$ cat src/rtl/if_fetch_stage_pkg.sv
// rtl/if_fetch_stage_pkg.sv - shared widths, constants and fetch state encodings
package if_fetch_stage_pkg;

    localparam int InstAddrWidth = 32;
    localparam int InstDataWidth = 32;

    localparam logic [InstDataWidth-1:0] ZeroWord = '0;
    localparam logic [InstDataWidth-1:0] NOP      = ZeroWord;
    localparam logic                     RstEnable = 1'b1;
    localparam logic [InstAddrWidth-1:0] RESET_PC  = 32'h0000_0000;

    typedef enum logic [1:0] {
        S_IDLE = 2'b00,
        S_REQ  = 2'b01,
        S_FULL = 2'b10,
        S_KILL = 2'b11
    } fetchState_t;

endpackage

$ cat src/rtl/if_fetch_stage_if.sv
// rtl/if_fetch_stage_if.sv - instruction memory req/ack bus between fetch stage and memory
interface if_fetch_stage_if #(
    parameter int PC_WIDTH   = if_fetch_stage_pkg::InstAddrWidth,
    parameter int INST_WIDTH = if_fetch_stage_pkg::InstDataWidth
);
    logic                  imem_req_o;
    logic [PC_WIDTH-1:0]   imem_addr_o;
    logic                  imem_ack_i;
    logic [INST_WIDTH-1:0] imem_rdata_i;

    modport master (
        output imem_req_o,
        output imem_addr_o,
        input  imem_ack_i,
        input  imem_rdata_i
    );

    modport slave (
        input  imem_req_o,
        input  imem_addr_o,
        output imem_ack_i,
        output imem_rdata_i
    );
endinterface

$ cat src/rtl/if_fetch_stage_if_id_reg.sv
// rtl/if_fetch_stage_if_id_reg.sv - IF/ID output register with flush/load/hold controls
module if_id_reg #(
    parameter int PC_WIDTH   = if_fetch_stage_pkg::InstAddrWidth,
    parameter int INST_WIDTH = if_fetch_stage_pkg::InstDataWidth
) (
    input  logic                  clk,
    input  logic                  rst,
    input  logic                  load,
    input  logic                  flush,
    input  logic                  stall,
    input  logic [INST_WIDTH-1:0] instIn,
    input  logic [PC_WIDTH-1:0]   pcIn,
    output logic [INST_WIDTH-1:0] instOut,
    output logic [PC_WIDTH-1:0]   pcOut,
    output logic [PC_WIDTH-1:0]   pcPlus4Out,
    output logic                  validOut
);
    import if_fetch_stage_pkg::*;

    // Flush beats load, load beats hold; an unstalled empty slot decays to a NOP.
    always_ff @(posedge clk) begin
        if (rst == RstEnable) begin
            instOut    <= INST_WIDTH'(ZeroWord);
            pcOut      <= '0;
            pcPlus4Out <= PC_WIDTH'(4);
            validOut   <= 1'b0;
        end else if (flush) begin
            instOut  <= INST_WIDTH'(NOP);
            validOut <= 1'b0;
        end else if (load) begin
            instOut    <= instIn;
            pcOut      <= pcIn;
            pcPlus4Out <= pcIn + PC_WIDTH'(4);
            validOut   <= 1'b1;
        end else if (!(validOut && stall)) begin
            instOut  <= INST_WIDTH'(NOP);
            validOut <= 1'b0;
        end
    end
endmodule

$ cat src/rtl/if_fetch_stage.sv
// rtl/if_fetch_stage.sv - MIPS IF stage: PC, imem req/ack, skid buffer, redirect kill
// Optional branch delay slot handling when IF_DELAY_SLOT_EN is defined.
module if_fetch_stage #(
    parameter int                  PC_WIDTH   = if_fetch_stage_pkg::InstAddrWidth,
    parameter int                  INST_WIDTH = if_fetch_stage_pkg::InstDataWidth,
    parameter logic [PC_WIDTH-1:0] RESET_PC   = PC_WIDTH'(if_fetch_stage_pkg::RESET_PC)
) (
    input  logic                  clk,
    input  logic                  rst,
    input  logic                  stall_i,
    input  logic                  redirect_valid_i,
    input  logic [PC_WIDTH-1:0]   redirect_pc_i,
`ifdef IF_DELAY_SLOT_EN
    input  logic [PC_WIDTH-1:0]   branch_pc_i,
`endif
    if_fetch_stage_if.master      imem,
    output logic [INST_WIDTH-1:0] inst_o,
    output logic [PC_WIDTH-1:0]   pc_o,
    output logic [PC_WIDTH-1:0]   pc_plus4_o,
    output logic                  inst_valid_o
);
    import if_fetch_stage_pkg::*;

    fetchState_t state, stateNext;

    logic [PC_WIDTH-1:0]   fetchPc, killPc, bufPc, pendingTarget;
    logic [INST_WIDTH-1:0] bufInst;
    logic outFree, redirectKill, flushOut, applyPending;
    logic req, loadOut, loadFromBuf, bufWr, pcAdv, pcRedir, pcKill, killLatch;

    assign outFree = !(inst_valid_o && stall_i);

`ifdef IF_DELAY_SLOT_EN
    logic                pendingValid, redirectNew, slotInOut;
    logic [PC_WIDTH-1:0] pendingPc;

    // If the delay slot already sits in IF/ID the sequential stream behind it is dead;
    // otherwise the next sequential word is the slot and the target waits for it.
    assign redirectNew   = redirect_valid_i && !pendingValid;
    assign slotInOut     = inst_valid_o && (pc_o == branch_pc_i + PC_WIDTH'(4));
    assign redirectKill  = redirectNew && slotInOut;
    assign flushOut      = 1'b0;
    assign applyPending  = loadOut && (pendingValid || (redirectNew && !slotInOut));
    assign pendingTarget = pendingValid ? pendingPc : redirect_pc_i;

    always_ff @(posedge clk) begin
        if (rst == RstEnable) begin
            pendingValid <= 1'b0;
            pendingPc    <= '0;
        end else if (applyPending) begin
            pendingValid <= 1'b0;
        end else if (redirectNew && !slotInOut) begin
            pendingValid <= 1'b1;
            pendingPc    <= redirect_pc_i;
        end
    end
`else
    assign redirectKill  = redirect_valid_i;
    assign flushOut      = redirect_valid_i;
    assign applyPending  = 1'b0;
    assign pendingTarget = '0;
`endif

    always_ff @(posedge clk) begin
        if (rst == RstEnable) state <= S_IDLE;
        else                  state <= stateNext;
    end

    always_comb begin
        stateNext   = state;
        req         = 1'b0;
        loadOut     = 1'b0;
        loadFromBuf = 1'b0;
        bufWr       = 1'b0;
        pcAdv       = 1'b0;
        pcRedir     = 1'b0;
        pcKill      = 1'b0;
        killLatch   = 1'b0;
        case (state)
            S_IDLE: begin
                stateNext = S_REQ;
                pcRedir   = redirectKill;
            end
            S_REQ: begin
                req = 1'b1;
                if (redirectKill) begin
                    if (imem.imem_ack_i) begin
                        pcRedir = 1'b1;
                    end else begin
                        stateNext = S_KILL;
                        killLatch = 1'b1;
                    end
                end else if (imem.imem_ack_i) begin
                    pcAdv = 1'b1;
                    if (outFree) begin
                        loadOut = 1'b1;
                    end else begin
                        bufWr     = 1'b1;
                        stateNext = S_FULL;
                    end
                end
            end
            S_FULL: begin
                if (redirectKill) begin
                    stateNext = S_REQ;
                    pcRedir   = 1'b1;
                end else if (!stall_i) begin
                    loadOut     = 1'b1;
                    loadFromBuf = 1'b1;
                    stateNext   = S_REQ;
                end
            end
            S_KILL: begin
                // Address must stay put until the stale request is acked and dropped.
                req       = 1'b1;
                killLatch = redirectKill;
                if (imem.imem_ack_i) begin
                    stateNext = S_REQ;
                    pcRedir   = redirectKill;
                    pcKill    = !redirectKill;
                end
            end
            default: stateNext = S_IDLE;
        endcase
    end

    always_ff @(posedge clk) begin
        if (rst == RstEnable) begin
            fetchPc <= RESET_PC;
            killPc  <= '0;
            bufPc   <= '0;
            bufInst <= '0;
        end else begin
            if (pcRedir)           fetchPc <= redirect_pc_i;
            else if (pcKill)       fetchPc <= killPc;
            else if (applyPending) fetchPc <= pendingTarget;
            else if (pcAdv)        fetchPc <= fetchPc + PC_WIDTH'(4);
            if (killLatch) killPc <= redirect_pc_i;
            if (bufWr) begin
                bufPc   <= fetchPc;
                bufInst <= imem.imem_rdata_i;
            end
        end
    end

    assign imem.imem_req_o  = req;
    assign imem.imem_addr_o = fetchPc;

    if_id_reg #(
        .PC_WIDTH  (PC_WIDTH),
        .INST_WIDTH(INST_WIDTH)
    ) u_if_id_reg (
        .clk       (clk),
        .rst       (rst),
        .load      (loadOut),
        .flush     (flushOut),
        .stall     (stall_i),
        .instIn    (loadFromBuf ? bufInst : imem.imem_rdata_i),
        .pcIn      (loadFromBuf ? bufPc : fetchPc),
        .instOut   (inst_o),
        .pcOut     (pc_o),
        .pcPlus4Out(pc_plus4_o),
        .validOut  (inst_valid_o)
    );
endmodule
$ cat src/flat_wrapper.sv
// flat-port wrapper written by rule: the top's interface ports become plain ports
module if_fetch_stage_flat import if_fetch_stage_pkg::*;
#(
    parameter int                  PC_WIDTH   = if_fetch_stage_pkg::InstAddrWidth,
    parameter int                  INST_WIDTH = if_fetch_stage_pkg::InstDataWidth,
    parameter logic [PC_WIDTH-1:0] RESET_PC   = PC_WIDTH'(if_fetch_stage_pkg::RESET_PC)
)
  (clk, rst, stall_i, redirect_valid_i, redirect_pc_i, inst_o, pc_o, pc_plus4_o, inst_valid_o, imem_imem_req_o, imem_imem_addr_o, imem_imem_ack_i, imem_imem_rdata_i);
  if_fetch_stage_if #(.PC_WIDTH(PC_WIDTH), .INST_WIDTH(INST_WIDTH)) imem_i ();
  input  logic clk;
  input  logic rst;
  input  logic stall_i;
  input  logic redirect_valid_i;
  input  logic [PC_WIDTH-1:0] redirect_pc_i;
  output logic [INST_WIDTH-1:0] inst_o;
  output logic [PC_WIDTH-1:0] pc_o;
  output logic [PC_WIDTH-1:0] pc_plus4_o;
  output logic inst_valid_o;
  output wire logic [$bits(imem_i.imem_req_o)-1:0] imem_imem_req_o;
  output wire logic [$bits(imem_i.imem_addr_o)-1:0] imem_imem_addr_o;
  input wire logic [$bits(imem_i.imem_ack_i)-1:0] imem_imem_ack_i;
  input wire logic [$bits(imem_i.imem_rdata_i)-1:0] imem_imem_rdata_i;
  assign imem_imem_req_o = imem_i.imem_req_o;
  assign imem_imem_addr_o = imem_i.imem_addr_o;
  assign imem_i.imem_ack_i = imem_imem_ack_i;
  assign imem_i.imem_rdata_i = imem_imem_rdata_i;
  if_fetch_stage #(.PC_WIDTH(PC_WIDTH), .INST_WIDTH(INST_WIDTH), .RESET_PC(RESET_PC)) u_core (.clk(clk), .rst(rst), .stall_i(stall_i), .redirect_valid_i(redirect_valid_i), .redirect_pc_i(redirect_pc_i), .imem(imem_i), .inst_o(inst_o), .pc_o(pc_o), .pc_plus4_o(pc_plus4_o), .inst_valid_o(inst_valid_o));
endmodule
$ cat config.mk
export PLATFORM = sky130hd
export DESIGN_NAME = if_fetch_stage_flat
export DESIGN_NICKNAME = d
export VERILOG_FILES = /design/src/rtl/if_fetch_stage_pkg.sv /design/src/rtl/if_fetch_stage_if.sv /design/src/rtl/if_fetch_stage_if_id_reg.sv /design/src/rtl/if_fetch_stage.sv /design/src/flat_wrapper.sv
export SDC_FILE = /design/constraint.sdc
export NUM_CORES = 1
export LEC_CHECK = 0
export ABC_AREA = 1
export CAP_MARGIN = 20
export CELL_PAD_IN_SITES_DETAIL_PLACEMENT = 0
export CELL_PAD_IN_SITES_GLOBAL_PLACEMENT = 2
export CORE_ASPECT_RATIO = 2
export CORE_UTILIZATION = 29
export DETAILED_ROUTE_END_ITERATION = 10
export HOLD_SLACK_MARGIN = 0.1
export PLACE_DENSITY_LB_ADDON = 0.1
export SYNTH_ARGS = -nofsm -noshare
export SYNTH_HDL_FRONTEND = slang
export SYNTH_SLANG_ARGS = --single-unit
$ cat constraint.sdc
create_clock -name clk -period 2.5 [get_ports clk]
set_input_delay 0.5 -clock clk [delete_from_list [all_inputs] [get_ports clk]]
set_output_delay 0.5 -clock clk [all_outputs]
set_load 0.005 [all_outputs]
**M1 wires**

Scale: 1.5 px per um. Supply wires on this layer in grey.
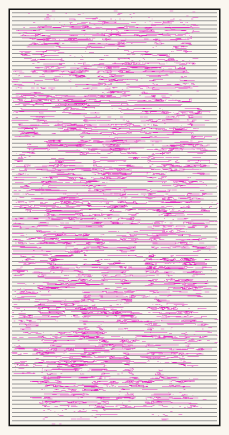
nets with wire on the layer = 1,799
longest straight run = 46.5 um
share of all routed wire = 40%
wire length on this layer = 15,700 um

**Metal 3**

Scale: 2 px per um. Cells faint in the background.
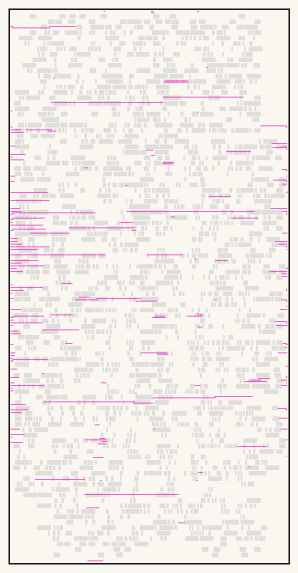
longest straight run = 63.7 um
wire length on this layer = 1,370 um
main direction = horizontal
nets with wire on the layer = 142

==> results_dict.tcl <==
# implementation run metrics
set metrics [dict create \
    worst-path-buf-inv 3 \
    comb_area_frac 0.364 \
    power.static_leakage_nw 6.10 \
    final_hold_viol_count 0 \
    startpoint_type "flip-flop" \
    internal_power_w 0.00734 \
    top_cell_class_by_occupied_area "combinational gates" \
    post_synth.cell_area_avg_um2 6.75 \
    seq_power_share 0.394 \
    p_sw_frac 0.290 \
    p_clk_frac 0.386 \
    post_cts_buffers 0 \
    syn-num-nets 1692 \
    signal_buffer_area_fraction 0.213 \
    power.largest_group "sequential cells" \
    status "finished with violations" \
    post-route-drc-count 15 \
    crit_path_end_kind "primary output" \
    power_frac_comb 0.220 \
    comb_cells 1170 \
    worstPathMaxFanout 4 \
    nNonClkInverters 124 \
    detailroute.via_count 11234 \
    cts.clk_slew.worst_paths_ns 0.07 \
    detail_route.wl_per_cell_um 16.6 \
    dpl_cell_area_um2 14300 \
    power.density_cell_area_nw_per_um2 681 \
    yosys.stat.seqShare 0.412 \
    pg_comb_w 0.00227 \
    failed_checks "DRC" \
    cts_resized 0 \
    n_tap_cell 459 \
    layout.cell_area.non_filler_um2 15200 \
    clockBufferDepth 3 \
    ys_sh_simple 0.266 \
    area_reported_by_yosys_stat_um2 10900 \
    routabilityCongestion 0.810 \
]
**Clock network drawn from the DEF**

Scale: 2 px per um.
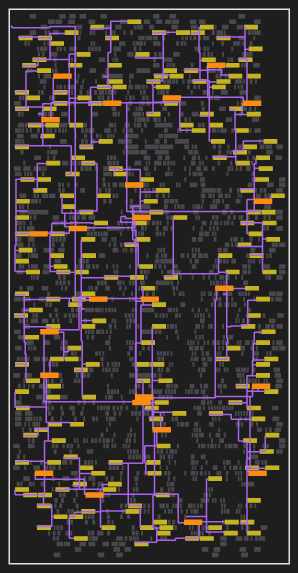
clock wires -> purple  # length 3,670 um
flip-flops -> yellow  # count 225
clock-net drivers -> orange  # count 24
flops lie = all over the die

**Clock wiring as the flow saved it**

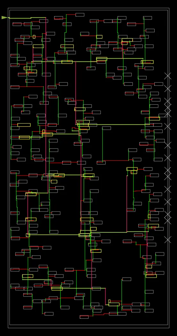
number of clock buffer instances in the layout: 34
worst clock skew on the final layout: 0.0191 ns

-- layer usage --
layer,part of all wire,up-vias
li1,-,5829
met1,0.40,5136
met2,0.53,218
met3,0.035,51
met4,0.029,0
met5,0,-
-- layout by cell type, fill, tap and decap left out, types with 2 or more instances in the layout --
| cell | n |
|---|---|
| nand2_1 | 329 |
| nor2_1 | 252 |
| dfxtp_1 | 225 |
| a21oi_1 | 204 |
| clkdlybuf4s50_1 | 198 |
| o21ai_0 | 188 |
| buf_4 | 121 |
| inv_1 | 117 |
| nand3_1 | 68 |
| mux2_2 | 26 |
| clkbuf_16 | 25 |
| buf_12 | 17 |
| nand3b_1 | 13 |
| nor3_1 | 12 |
| nand4_1 | 12 |
| o211ai_1 | 10 |
| xor2_1 | 9 |
| nor2_2 | 9 |
| o21ai_1 | 7 |
| nand2_2 | 7 |
| clkbuf_8 | 7 |
| a211oi_1 | 4 |
| clkinv_2 | 4 |
| bufinv_16 | 4 |
| inv_2 | 3 |
| nor2_4 | 3 |
| ha_1 | 3 |
| a221oi_1 | 2 |
| a31oi_1 | 2 |
| clkinv_1 | 2 |
| a21boi_0 | 2 |
| clkbuf_1 | 2 |
-- cell usage after synthesis (2+ instances only) --
cell / number / area share
nand2_1: 329 / 0.11
nor2_1: 253 / 0.087
dfxtp_1: 225 / 0.41
a21oi_1: 204 / 0.093
o21ai_0: 188 / 0.086
inv_1: 118 / 0.041
clkbuf_1: 68 / 0.023
nand3_1: 68 / 0.031
mux2_2: 26 / 0.027
buf_2: 19 / 0.0087
nand3b_1: 13 / 0.0089
nor3_1: 13 / 0.0060
nand4_1: 12 / 0.0069
o211ai_1: 10 / 0.0069
xor2_1: 9 / 0.0072
nor2_2: 8 / 0.0046
nand2_2: 7 / 0.0040
o21ai_1: 7 / 0.0032
buf_1: 5 / 0.0017
buf_6: 5 / 0.0052
a211oi_1: 4 / 0.0027
ha_1: 4 / 0.0046
inv_2: 4 / 0.0014
buf_4: 3 / 0.0021
nor2_4: 3 / 0.0031
a21boi_0: 2 / 0.0014
a221oi_1: 2 / 0.0016
a31oi_1: 2 / 0.0011
clkinv_1: 2 / 0.00069
-- metrics by stage --
step                hold slack [ns]   util  setup TNS, ns  power [W]
global route                  0.472  0.409              0     0.0109
floorplan                     0.424      -              0    0.00518
global placement              0.435  0.384          -5.24    0.00645
detailed placement            0.435  0.384          -8.25    0.00644
finish                        0.443  0.409              0     0.0103
CTS                           0.445  0.408              0     0.0105
-- tightest hold or removal path: stages (launching register included) --
cell and delay (ns):
dfxtp_1 0.31, inv_1 0.05, a21oi_1 0.05
-- worst paths after layout --
path / startpoint / to / cells after the start / slack, ns
worst max register to register: u_core.state[1]$_SDFFE_PP0P_ / u_core.u_if_id_reg.pcPlus4Out[19]$_SDFFE_PP0P_ / 13 / 0.26
worst max-delay path: u_core.state[1]$_SDFFE_PP0P_ / imem_imem_req_o / 5 / 0.09
worst min register to register: u_core.killPc[19]$_SDFFE_PP0P_ / u_core.killPc[19]$_SDFFE_PP0P_ / 2 / 0.44
worst min-delay path: u_core.killPc[19]$_SDFFE_PP0P_ / u_core.killPc[19]$_SDFFE_PP0P_ / 2 / 0.44
No activity file was given, so power comes from the tool's default toggle rates.
